Figure 1. Ports around the boundary.
(4 px per µm) Pins as bars across the die edge, other pins in gray.
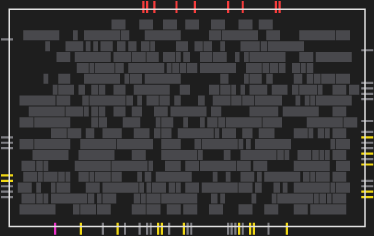
Figure 2. Congestion heat map.
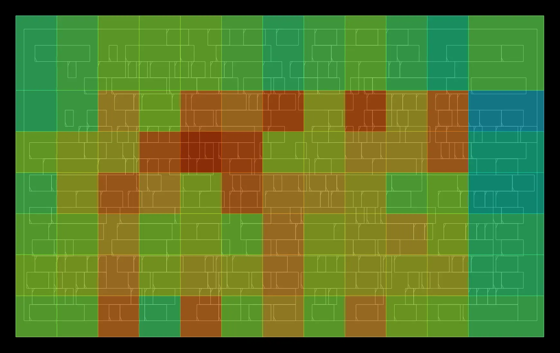
Figure 3. Signal wires by layer.
(6 px per µm)
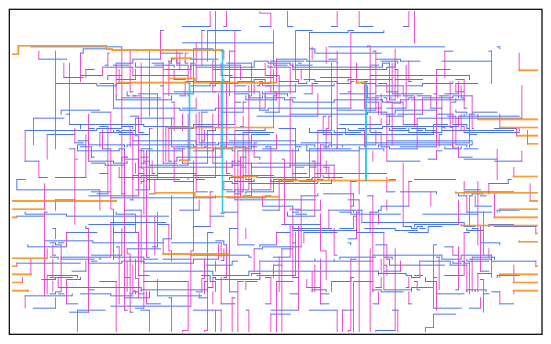
Figure 4. Register map, names as in the netlist.
(4 px per µm) Other sequential cells in the stronger gray, the rest of the logic in the fainter gray.
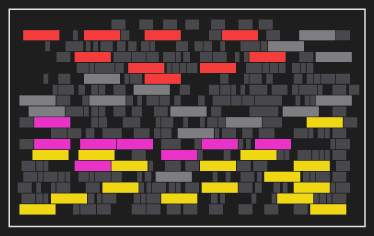
Figure 5. I/O nets highlighted.
(6 px per µm)
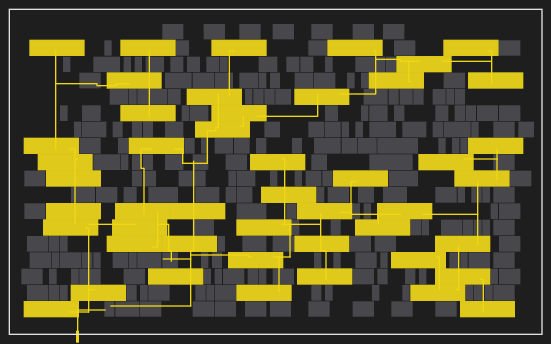
==> src/rtl/imem_loader.sv <==
// Streams a program into instruction memory, pads unused words with HALT_WORD,
// then releases the CPU. Define IMEM_LOADER_CHECKSUM_EN to treat the last word as a checksum.
module imem_loader #(
    parameter int          DEPTH     = 256,
    parameter int          ADDR_W    = 8,
    parameter logic [15:0] HALT_WORD = 16'hFFFF
) (
    input  logic              clk_i,
    input  logic              rst_ni,
    input  logic              start_i,
    input  logic              in_valid_i,
    input  logic [15:0]       in_data_i,
    input  logic              in_last_i,
    output logic              in_ready_o,
    output logic              imem_we_o,
    output logic [ADDR_W-1:0] imem_addr_o,
    output logic [15:0]       imem_wdata_o,
    output logic              cpu_run_o,
    output logic              load_err_o,
    output logic [ADDR_W:0]   word_count_o
);

    typedef enum logic [2:0] {IDLE, LOAD, FILL, RUN, ERR} state_e;

    localparam logic [ADDR_W-1:0] LAST_ADDR = ADDR_W'(DEPTH - 1);
    localparam logic [ADDR_W:0]   CNT_MAX   = (ADDR_W + 1)'(DEPTH);

    state_e              state_q, state_d;
    logic [ADDR_W-1:0]   addr_q, addr_d;
    logic [ADDR_W:0]     cnt_q, cnt_d;
    logic                we_q, we_d;
    logic [ADDR_W-1:0]   waddr_q, waddr_d;
    logic [15:0]         wdata_q, wdata_d;
    logic                run_q, run_d;
    logic                err_q, err_d;
    logic                fire, at_last;
    logic [ADDR_W:0]     cnt_inc;
`ifdef IMEM_LOADER_CHECKSUM_EN
    logic [15:0]         sum_q, sum_d;
`endif

    assign in_ready_o = (state_q == LOAD);
    assign fire       = in_valid_i && in_ready_o;
    assign at_last    = (addr_q == LAST_ADDR);
    assign cnt_inc    = (cnt_q == CNT_MAX) ? cnt_q : cnt_q + (ADDR_W + 1)'(1);

    always_comb begin
        state_d = state_q;
        addr_d  = addr_q;
        cnt_d   = cnt_q;
        we_d    = 1'b0;
        waddr_d = waddr_q;
        wdata_d = wdata_q;
`ifdef IMEM_LOADER_CHECKSUM_EN
        sum_d   = sum_q;
`endif
        // start restarts from any state except an in-progress load
        if (start_i && state_q != LOAD) begin
            state_d = LOAD;
            addr_d  = '0;
            cnt_d   = '0;
`ifdef IMEM_LOADER_CHECKSUM_EN
            sum_d   = '0;
`endif
        end else begin
            case (state_q)
                LOAD: if (fire) begin
`ifdef IMEM_LOADER_CHECKSUM_EN
                    if (in_last_i) begin
                        // Overflow traps at the top address, so a matching checksum always leaves room to pad
                        state_d = (in_data_i == sum_q) ? FILL : ERR;
                    end else begin
                        we_d    = 1'b1;
                        waddr_d = addr_q;
                        wdata_d = in_data_i;
                        cnt_d   = cnt_inc;
                        sum_d   = sum_q + in_data_i;
                        if (at_last) state_d = ERR;
                        else         addr_d  = addr_q + ADDR_W'(1);
                    end
`else
                    we_d    = 1'b1;
                    waddr_d = addr_q;
                    wdata_d = in_data_i;
                    cnt_d   = cnt_inc;
                    if (at_last) begin
                        state_d = in_last_i ? RUN : ERR;
                    end else begin
                        addr_d = addr_q + ADDR_W'(1);
                        if (in_last_i) state_d = FILL;
                    end
`endif
                end
                FILL: begin
                    we_d    = 1'b1;
                    waddr_d = addr_q;
                    wdata_d = HALT_WORD;
                    if (at_last) state_d = RUN;
                    else         addr_d  = addr_q + ADDR_W'(1);
                end
                default: ;
            endcase
        end
    end

    // cpu_run trails entry into RUN by one cycle but drops on the start edge
    assign run_d = (state_q == RUN) && !start_i;
    assign err_d = (state_d == ERR);

    always_ff @(posedge clk_i or negedge rst_ni) begin
        if (!rst_ni) begin
            state_q <= IDLE;
            addr_q  <= '0;
            cnt_q   <= '0;
            we_q    <= 1'b0;
            waddr_q <= '0;
            wdata_q <= '0;
            run_q   <= 1'b0;
            err_q   <= 1'b0;
`ifdef IMEM_LOADER_CHECKSUM_EN
            sum_q   <= '0;
`endif
        end else begin
            state_q <= state_d;
            addr_q  <= addr_d;
            cnt_q   <= cnt_d;
            we_q    <= we_d;
            waddr_q <= waddr_d;
            wdata_q <= wdata_d;
            run_q   <= run_d;
            err_q   <= err_d;
`ifdef IMEM_LOADER_CHECKSUM_EN
            sum_q   <= sum_d;
`endif
        end
    end

    assign imem_we_o    = we_q;
    assign imem_addr_o  = waddr_q;
    assign imem_wdata_o = wdata_q;
    assign cpu_run_o    = run_q;
    assign load_err_o   = err_q;
    assign word_count_o = cnt_q;

endmodule

==> config.mk <==
export PLATFORM = sky130hd
export DESIGN_NAME = imem_loader
export DESIGN_NICKNAME = d
export VERILOG_FILES = /design/src/rtl/imem_loader.sv
export SDC_FILE = /design/constraint.sdc
export NUM_CORES = 1
export LEC_CHECK = 0
export CAP_MARGIN = 15
export CORE_ASPECT_RATIO = 0.6
export CORE_UTILIZATION = 48
export DETAILED_ROUTE_END_ITERATION = 6
export PLACE_DENSITY_LB_ADDON = 0.08
export SKIP_CTS_REPAIR_TIMING = 1
export SYNTH_ARGS = -nofsm -noshare
export SYNTH_HDL_FRONTEND = slang
export SYNTH_SLANG_ARGS = --single-unit
==> constraint.sdc <==
create_clock -name clk_i -period 2.3 [get_ports clk_i]
set_input_delay 0.46 -clock clk_i [delete_from_list [all_inputs] [get_ports clk_i]]
set_output_delay 0.46 -clock clk_i [all_outputs]
set_load 0.05 [all_outputs]
==> metrics.yaml <==
die:
  boundaryPins: 58
  chipArea_um2: 4770
  floorplan.core_util_pct: 51.2
  core_um2: 4210
  tapcell.inserted: 60
  rows: 18
yosys:
  synthTopCellsByArea: "dfrtp_1, o21ai_0, nor2_1, mux2_2, nand2_1"
  synthArstFlopShare_pct: 100
  synthesis.nets: 236
  synth-edff-count: 0
  netlist_logic_family_top: "simple AND/OR/NAND/NOR gates"
  ys_warn_count: 0
  library_cell_with_the_largest_summed_area_after_synthesis: "dfrtp_1"
  synth_cells: 212
  avgSynthCellArea_um2: 10.2
  synth_simple_gate_area_share_pct: 20.1
  synthDominantCellAreaShare_pct: 54.5
  xor_share_pct: 3.25
  ffs_latches_synth: 47
  number_of_cells_in_the_yosys_synthesis_report: 212
  ys_top_cells_by_count: "dfrtp_1, nor2_1, nand2_1"
  synth-compound-area-share_pct: 11.3
  postSynth.topFlopCell: "dfrtp_1"
  synth-seq-area-share_pct: 54.5
  mapped_area_um2: 2160
cells_and_area:
  n_all_inverters: 7
  comb_multi_in: 148
  area.share.combinational_pct: 31.3
  layout_top_cells: "clkdlybuf4s50_1, dfrtp_1, nor2_1, nand2_1, o21ai_0"
  fillers: 335
  biggestCellCategory: "registers"
  buf_share_pct: 21.9
  layout-drive-gt1-share_pct: 11.3
  logic_area_um2: 910
  finalNonFillerCells: 335
  area_share_clock_buf_inv_pct: 2.80
  seq_area_um2: 1180
  final_net_count: 298
  inserted_diodes: 0
  ff_count: 47
sta:
  timing.final.setup_violations: 0
  rsz_0062_raised_after_global_routing: "no"
  timing.fmax_ghz: 0.473
  timing.slew.headroom_pct: 66.1
  layout_worst_path_cycle_share_pct: 91.8
  fin_crit_ns: 2.11
  slew_violations: 0
  worst_slack_ns: 0.188
  fin_worst_hold_slack_ns: 0.115
  max_slew.worst_pin.slew_ns: 0.501
  fin_worst_skew_ns: 0.0152
clock_network:
  cts-root-to-sink-buffers: 2
  cts_tree: "built"
  clock_sinks: 47
  ctsHtreeMaxLevel: 2
  clkTransAtPathRegs_ns: 0.09
  cts_root_buffer: "clkbuf_8"
  number_of_buffers_inserted_during_clock_tree_synthesis: 5
  clock_latency_ns: 0.31
grt:
  grt_antenna_before_repair: 0
  grt_pass1_vias: 1602
  grt_pass1_wl_mm: 7.72
  globalRoute.totalOverflow: 0
  grt_max_degree: 31
  globalRouteMet1Util_pct: 32.4
placement:
  hpwl_mm: 3.35
  placed_cell_area_um2: 2820
  placedCellCount: 327
  gp_routability_congestion: 0.804
power_and_ir_drop:
  leakage_uw: 0.00128
  pwr-share-comb_pct: 50.0
  top_power_group: "combinational cells"
  power.net_switching_uw: 1590
  sw_frac_of_total_pct: 46.0
  p_seq_share_pct: 36.0
  clock_power_share_pct: 14.1
  int_pwr_uw: 1860
  power.clock.total_uw: 486
  power.total_uw: 3450
  irDropWorstVdd_v: 0.000805
status:
  run_status: "completed"
worst_setup_path:
  cp-start-kind: "flip-flop"
  crit_fanout: 8
  critPathSlowestCell: "clkdlybuf4s50_1"
  path_class: "flip-flop to output pin"
  end_kind: "output pin"
  timing.critical_path.required_ns: 1.84
  ff2ff_setup_slack_ns: 0.27
  path_depth: 1
hold_path:
  worstHoldPathType: "input pin to async pin"
routing:
  drt_drc_violations_left: 0
  drt_iter0_drc: 80
  wl_met3_um: 281
  highest_metal_layer_with_signal_wires: "met4"
  detailed_routing_iterations_pass_1: 4
  wl_met2_mm: 1.89
flow_run:
  warning_count: 27
About Figure 1:
imem_wdata_o: shown in yellow, pins 16, direction output, edge 9 bottom, 5 right, 2 left. rst_ni: shown in magenta, pins 1, direction input, edge bottom. word_count_o: shown in red, pins 9, direction output, edge top.
All pins by edge: 23 bottom, 17 right, 9 left, 9 top.
Port Buffer Count: 57
die height: 53.9 µm
Die W: 88.5 µm

About Figure 2:
final cell utilization of the core: 69.0%
GR Layer Usage met2: 32.1%
met3 demand-to-capacity share in global routing: 6.44%

About Figure 3:
met1: shown in blue, wire length 2440 µm. met4: shown in cyan, wire length 56.4 µm. met3: shown in orange, wire length 281 µm. met2: shown in magenta, wire length 1890 µm.
routed wire length: 4.67 mm
total global-route track usage: 22.4%
average routed wire per standard cell: 13.9 µm
total via count in the routed design: 1742

About Figure 4:
imem_addr_o: shown in magenta, placed flops 8. word_count_o: shown in red, placed flops 9. imem_wdata_o: shown in yellow, placed flops 16.
Another 14 sequential cells are not colored.

About Figure 5:
rst_ni: shown in yellow, direction input, end cells 47, buffers 3, wire 367 µm.

==> worst max-delay path by stage <==
stage / endpoint / startpoint / slack [ns]
after floorplan: word_count_o[1]$_DFFE_PN0P_ / state_q[2]$_DFF_PN0_ / 0.40
after global placement: addr_q[3]$_DFFE_PN0P_ / in_valid_i / 0.17
after detailed placement: addr_q[7]$_DFFE_PN0P_ / in_valid_i / 0.15
after CTS: word_count_o[2] / word_count_o[2]$_DFFE_PN0P_ / 0.20
after global routing: word_count_o[2] / word_count_o[2]$_DFFE_PN0P_ / 0.10
final: word_count_o[2] / word_count_o[2]$_DFFE_PN0P_ / 0.19
Power figures rest on the tool's default switching activity, not on a simulated workload.
